Figure 1. The metal 2 layer.
(1 px per µm)
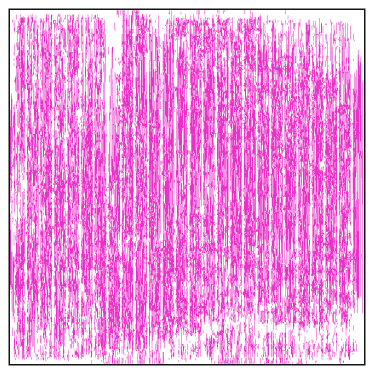
Figure 2. Floorplan with the power grid.
(1 px per µm) Pins as bars on the die edge. Tap cells in grey.
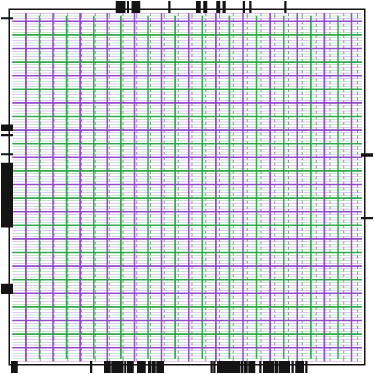
Figure 3. Metal 3.
(1 px per µm)
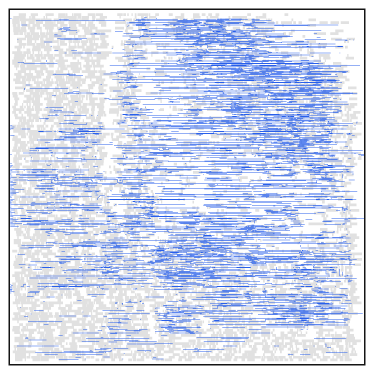
Figure 4. Clock nets.
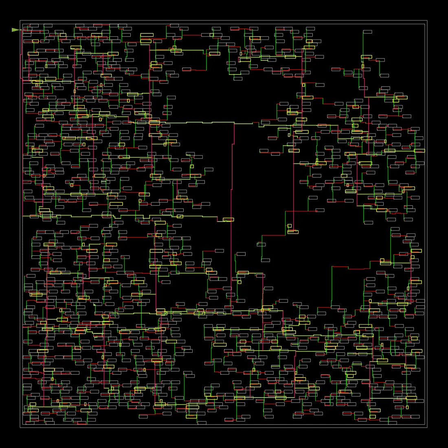
$ cat src/rtl/branch_predictor.sv
`default_nettype none
// ============================================================================
// Module      : branch_predictor
// Description : Fetch-stage dynamic branch predictor. A combined BTB and 2-bit
//               direction table with bimodal or gshare indexing. Lookup is
//               combinational on pc_f. Training comes from Execute. Saturating
//               counters track resolved branches and mispredictions.
// Revision    : 1.0 - initial release
// ============================================================================
module branch_predictor #(
    parameter int DATA_WIDTH = 32,
    parameter int ENTRIES    = 16,
    parameter int MODE       = 0,
    parameter int HIST_BITS  = 4,
    parameter int CNT_W      = 32
) (
    input  logic                        clk,
    input  logic                        rst,
    input  logic [DATA_WIDTH-1:0]       pc_f,
    output logic                        pred_taken_f,
    output logic [DATA_WIDTH-1:0]       pred_target_f,
    output logic                        pred_hit_f,
    output logic [$clog2(ENTRIES)-1:0]  pred_idx_f,
    input  logic                        upd_valid_e,
    input  logic [DATA_WIDTH-1:0]       upd_pc_e,
    input  logic [$clog2(ENTRIES)-1:0]  upd_idx_e,
    input  logic                        upd_is_jump_e,
    input  logic                        upd_taken_e,
    input  logic [DATA_WIDTH-1:0]       upd_target_e,
    input  logic                        upd_mispred_e,
    output logic [CNT_W-1:0]            perf_branch_cnt,
    output logic [CNT_W-1:0]            perf_mispred_cnt
);

    localparam int IDX_W = $clog2(ENTRIES);
    localparam int TAG_W = DATA_WIDTH - IDX_W - 2;
    localparam logic [DATA_WIDTH-1:0] c_pc_step = DATA_WIDTH'(4);

    // Table storage
    logic                  valid_q  [ENTRIES];
    logic                  valid_d  [ENTRIES];
    logic [TAG_W-1:0]      tag_q    [ENTRIES];
    logic [TAG_W-1:0]      tag_d    [ENTRIES];
    logic [DATA_WIDTH-1:0] target_q [ENTRIES];
    logic [DATA_WIDTH-1:0] target_d [ENTRIES];
    logic                  jump_q   [ENTRIES];
    logic                  jump_d   [ENTRIES];
    logic [1:0]            ctr_q    [ENTRIES];
    logic [1:0]            ctr_d    [ENTRIES];

    // Global history; held at zero in bimodal mode so it folds away
    logic [HIST_BITS-1:0]  ghr_q;
    logic [HIST_BITS-1:0]  ghr_d;

    logic [CNT_W-1:0]      br_cnt_q;
    logic [CNT_W-1:0]      br_cnt_d;
    logic [CNT_W-1:0]      mp_cnt_q;
    logic [CNT_W-1:0]      mp_cnt_d;

    logic [IDX_W-1:0]      w_ghr_ext;
    logic [IDX_W-1:0]      w_lk_idx;
    logic [TAG_W-1:0]      w_lk_tag;
    logic                  w_lk_hit;
    logic [TAG_W-1:0]      w_upd_tag;
    logic                  w_upd_hit;

    // Lookup: index, tag compare and next-PC selection, gated off while in reset
    always_comb begin
        w_ghr_ext     = (MODE == 1) ? IDX_W'(ghr_q) : '0;
        w_lk_idx      = pc_f[IDX_W+1:2] ^ w_ghr_ext;
        w_lk_tag      = pc_f[DATA_WIDTH-1:IDX_W+2];
        w_lk_hit      = rst && valid_q[w_lk_idx] && (tag_q[w_lk_idx] == w_lk_tag);
        pred_hit_f    = w_lk_hit;
        pred_taken_f  = w_lk_hit && (jump_q[w_lk_idx] || ctr_q[w_lk_idx][1]);
        pred_target_f = pred_taken_f ? target_q[w_lk_idx] : (pc_f + c_pc_step);
        pred_idx_f    = w_lk_idx;
    end

    // Training: one entry at upd_idx_e is refreshed, allocated or left alone
    always_comb begin
        valid_d   = valid_q;
        tag_d     = tag_q;
        target_d  = target_q;
        jump_d    = jump_q;
        ctr_d     = ctr_q;
        w_upd_tag = upd_pc_e[DATA_WIDTH-1:IDX_W+2];
        w_upd_hit = valid_q[upd_idx_e] && (tag_q[upd_idx_e] == w_upd_tag);
        if (upd_valid_e) begin
            if (w_upd_hit) begin
                if (upd_is_jump_e) begin
                    target_d[upd_idx_e] = upd_target_e;
                    ctr_d[upd_idx_e]    = 2'b11;
                end else if (upd_taken_e) begin
                    target_d[upd_idx_e] = upd_target_e;
                    if (ctr_q[upd_idx_e] != 2'b11) begin
                        ctr_d[upd_idx_e] = ctr_q[upd_idx_e] + 2'd1;
                    end
                end else if (ctr_q[upd_idx_e] != 2'b00) begin
                    ctr_d[upd_idx_e] = ctr_q[upd_idx_e] - 2'd1;
                end
            end else if (upd_taken_e) begin
                // Only taken outcomes earn a slot; a not-taken miss would just predict fall-through anyway
                valid_d[upd_idx_e]  = 1'b1;
                tag_d[upd_idx_e]    = w_upd_tag;
                target_d[upd_idx_e] = upd_target_e;
                jump_d[upd_idx_e]   = upd_is_jump_e;
                ctr_d[upd_idx_e]    = upd_is_jump_e ? 2'b11 : 2'b10;
            end
        end
    end

    // History shift (conditional branches only) and saturating perf counters
    always_comb begin
        ghr_d    = ghr_q;
        br_cnt_d = br_cnt_q;
        mp_cnt_d = mp_cnt_q;
        if (MODE == 1 && upd_valid_e && !upd_is_jump_e) begin
            ghr_d = HIST_BITS'({ghr_q, upd_taken_e});
        end
        if (upd_valid_e && (br_cnt_q != '1)) begin
            br_cnt_d = br_cnt_q + 1'b1;
        end
        if (upd_valid_e && upd_mispred_e && (mp_cnt_q != '1)) begin
            mp_cnt_d = mp_cnt_q + 1'b1;
        end
    end

    // State registers; reset wins over any concurrent update
    always_ff @(posedge clk) begin
        if (!rst) begin
            for (int i = 0; i < ENTRIES; i++) begin
                valid_q[i]  <= 1'b0;
                tag_q[i]    <= '0;
                target_q[i] <= '0;
                jump_q[i]   <= 1'b0;
                ctr_q[i]    <= 2'b01;
            end
            ghr_q    <= '0;
            br_cnt_q <= '0;
            mp_cnt_q <= '0;
        end else begin
            valid_q  <= valid_d;
            tag_q    <= tag_d;
            target_q <= target_d;
            jump_q   <= jump_d;
            ctr_q    <= ctr_d;
            ghr_q    <= ghr_d;
            br_cnt_q <= br_cnt_d;
            mp_cnt_q <= mp_cnt_d;
        end
    end

    assign perf_branch_cnt  = br_cnt_q;
    assign perf_mispred_cnt = mp_cnt_q;

endmodule
`default_nettype wire

$ cat config.mk
export PLATFORM = sky130hd
export DESIGN_NAME = branch_predictor
export DESIGN_NICKNAME = d
export VERILOG_FILES = /design/src/rtl/branch_predictor.sv
export SDC_FILE = /design/constraint.sdc
export NUM_CORES = 2
export LEC_CHECK = 0
export CAP_MARGIN = 20
export CORE_MARGIN = 2
export CORE_UTILIZATION = 45
export DETAILED_ROUTE_END_ITERATION = 8
export GPL_TIMING_DRIVEN = 0
export PLACE_DENSITY = 0.6
export SLEW_MARGIN = 15
export SYNTH_ARGS = -nofsm -noshare
export SYNTH_HDL_FRONTEND = slang
export SYNTH_SLANG_ARGS = --single-unit
export TNS_END_PERCENT = 1
$ cat constraint.sdc
create_clock -name clk -period 8.5 [get_ports clk]
set_clock_uncertainty 0.2 [all_clocks]
set_input_delay 0.85 -clock clk [delete_from_list [all_inputs] [get_ports clk]]
set_output_delay 0.85 -clock clk [all_outputs]
set_load 0.03 [all_outputs]
==> results.sh <==
# yosys + openroad results
export IMPL_violated_checks="setup timing"
export IMPL_logic_area_mm2=0.0309
export IMPL_synth_area_per_cell_um2=9.97
export IMPL_cts_hold_fix_buffers=0
export IMPL_n_antenna_cell=20
export IMPL_clock_edge_transition_at_the_registers_on_the_reported_setup_and_hold_paths_ns=0.06
export IMPL_floorplan_core_util=0.453
export IMPL_gpl_final_weighted_congestion=1.11
export IMPL_first_global_vias=50400
export IMPL_timing_max_transition_violations_final=0
export IMPL_largestPowerGroup="clock"
export IMPL_yosysMostFrequentCell="sky130_fd_sc_hd__dfxtp_1"
export IMPL_status="finished with violations"
export IMPL_post_layout_total_power_uw=11700
export IMPL_sh_comb_area=0.485
export IMPL_min_period_over_period=1.01
export IMPL_min_to="target_q[168]$_SDFFE_PN0P_"
export IMPL_nNonClkInverters=20
export IMPL_p_switching_uw=3320
export IMPL_topCellsByArea="sky130_fd_sc_hd__dfxtp_1 38%, sky130_fd_sc_hd__mux4_2 15%, sky130_fd_sc_hd__mux2i_1 12%"
export IMPL_power_share_switching=0.284
export IMPL_critical_path_required_ns=7.45
export IMPL_clock_power_uw=5350
export IMPL_worst_slack_placed_ns=-0.835
export IMPL_cp_end_kind="output pin"
export IMPL_cts_tree="built"
export IMPL_ys_sh_adder=0.00113
export IMPL_initialDrtViolationCount=9272
export IMPL_num_io_pins=208
export IMPL_critical_path_max_fanout=10
export IMPL_yosysWarningCount=0
export IMPL_top_logic_cells_by_instance_count_in_the_layout="1056 x sky130_fd_sc_hd__dfxtp_1, 655 x sky130_fd_sc_hd__nand2_1, 651 x sky130_fd_sc_hd__mux2i_1"
export IMPL_flow_area_growth_from_synthesis_pct=15.6
export IMPL_bufAreaShareNonClock=0.0869
export IMPL_yosys_stat_seqShare=0.383
export IMPL_postLayoutCellArea_mm2=0.0637
export IMPL_ys_cells=5532
export IMPL_combinationalPower_uw=1300
export IMPL_global_route_wire_length_before_repair_mm=422
export IMPL_final_layout_top_logic_cell="sky130_fd_sc_hd__dfxtp_1"
export IMPL_die_area_mm2=0.125
export IMPL_cellLeakagePower_uw=0.0205
export IMPL_timing_final_setup_violations=18
export IMPL_tightestPinTransition_ns=1.36
export IMPL_final_net_count=5984
export IMPL_timing_hold_ws_ns=0.255
export IMPL_dominant_kind_of_cell_by_area="multi-input combinational cells"
export IMPL_worst_endpoint_arrival_ns=7.55
export IMPL_crit_chain="clkdlybuf4s50_1 -> clkbuf_1 -> buf_2 -> buf_2 -> mux4_2 -> a211oi_1 -> a21oi_1 -> xor2_1 -> nor2_1 -> nand4_1 -> nor4_4 -> buf_2 -> mux2i_1 -> clkdlybuf4s50_1"
export IMPL_netlist_area_mm2=0.0551
export IMPL_finalCoreUtilization=0.524
export IMPL_cap_viol_max_count=0
export IMPL_synthXorXnorAreaFrac=0.0205
export IMPL_antenna_violations_before_repair=30
export IMPL_fp_row_count=128
export IMPL_yosys_mux_area_fraction=0.274
export IMPL_synth_cell_types=77
export IMPL_grt_overflow=0
export IMPL_timing_slew_headroom=0.0918
export IMPL_ctsLongestPathBuffers=3
export IMPL_path_buffers=6
export IMPL_ctsHtreeMaxLevel=3
export IMPL_firstDrtPassIters=7
export IMPL_final_setup_worst_slack_ns=-0.0951
export IMPL_area_share_sequential=0.332
export IMPL_critPathKind="in2out"
export IMPL_final_hold_viol_count=0
export IMPL_common_cells="1056 x sky130_fd_sc_hd__dfxtp_1, 655 x sky130_fd_sc_hd__mux2i_1, 655 x sky130_fd_sc_hd__nand2_1"
export IMPL_powerDensity_mw_per_mm2=183
export IMPL_min_period_ns=8.60
Back to the opening pictures, Figure 1:
The longest straight run is 238 µm. The wires run mostly vertical. 5144 nets have wire on it. The layer holds 41% of the routed length. The layer carries 130 mm of wire.
vias after detailed routing: 54100
wire length reported by the detailed router: 314 mm
GR Util met2: 0.701

Back to the opening pictures, Figure 2:
Purple shows VSS. Green shows VDD.
25 straps on met4. 208 signal pins sit on the boundary. The core has 128 rows. 129 met1 rails follow the rows.
floorplan die height: 354 µm
chip width: 354 µm
Worst VDD drop: 0.000175 V
area of the core: 0.122 mm²

Back to the opening pictures, Figure 3:
1256 nets have wire on it. The layer carries 40.2 mm of wire. The wires run mostly horizontal. The layer holds 13% of the routed length.
met3 Usage GRT: 0.182

Back to the opening pictures, Figure 4:
final-layout clock buffer total: 171
source-to-sink clock delay at the later pin of the worst-skew pair: 0.79 ns
final sequential cell count: 1056
# clock sinks: 1056
number of CTS-inserted buffers: 115

layer usage:
| metal | vias to the layer above | GRT usage | wire length [µm] |
|---|---|---|---|
| met3 | 1333 | 0.182 | 40200 |
| met5 | - | 0.0132 | 255 |
| met4 | 16 | 0.421 | 34700 |
| met1 | 26800 | 0.564 | 109000 |
| li1 | 21600 | - | - |
| met2 | 4306 | 0.701 | 130000 |
stage by stage:
| stage | TNS, ns | std cells |
|---|---|---|
| global route | 0 | 7599 |
| detailed placement | -24.51 | 7369 |
| global placement | -54.55 | 7335 |
| CTS | 0 | 7581 |
| floorplan | 0 | 5532 |
| finish | -0.531 | 7613 |
flip-flops by register name, summed over array words and instances (netlist names):
name / count
ctr_q: 32
perf_mispred_cnt: 32
jump_q: 16
tag_q: 416
valid_q: 16
perf_branch_cnt: 32
target_q: 512
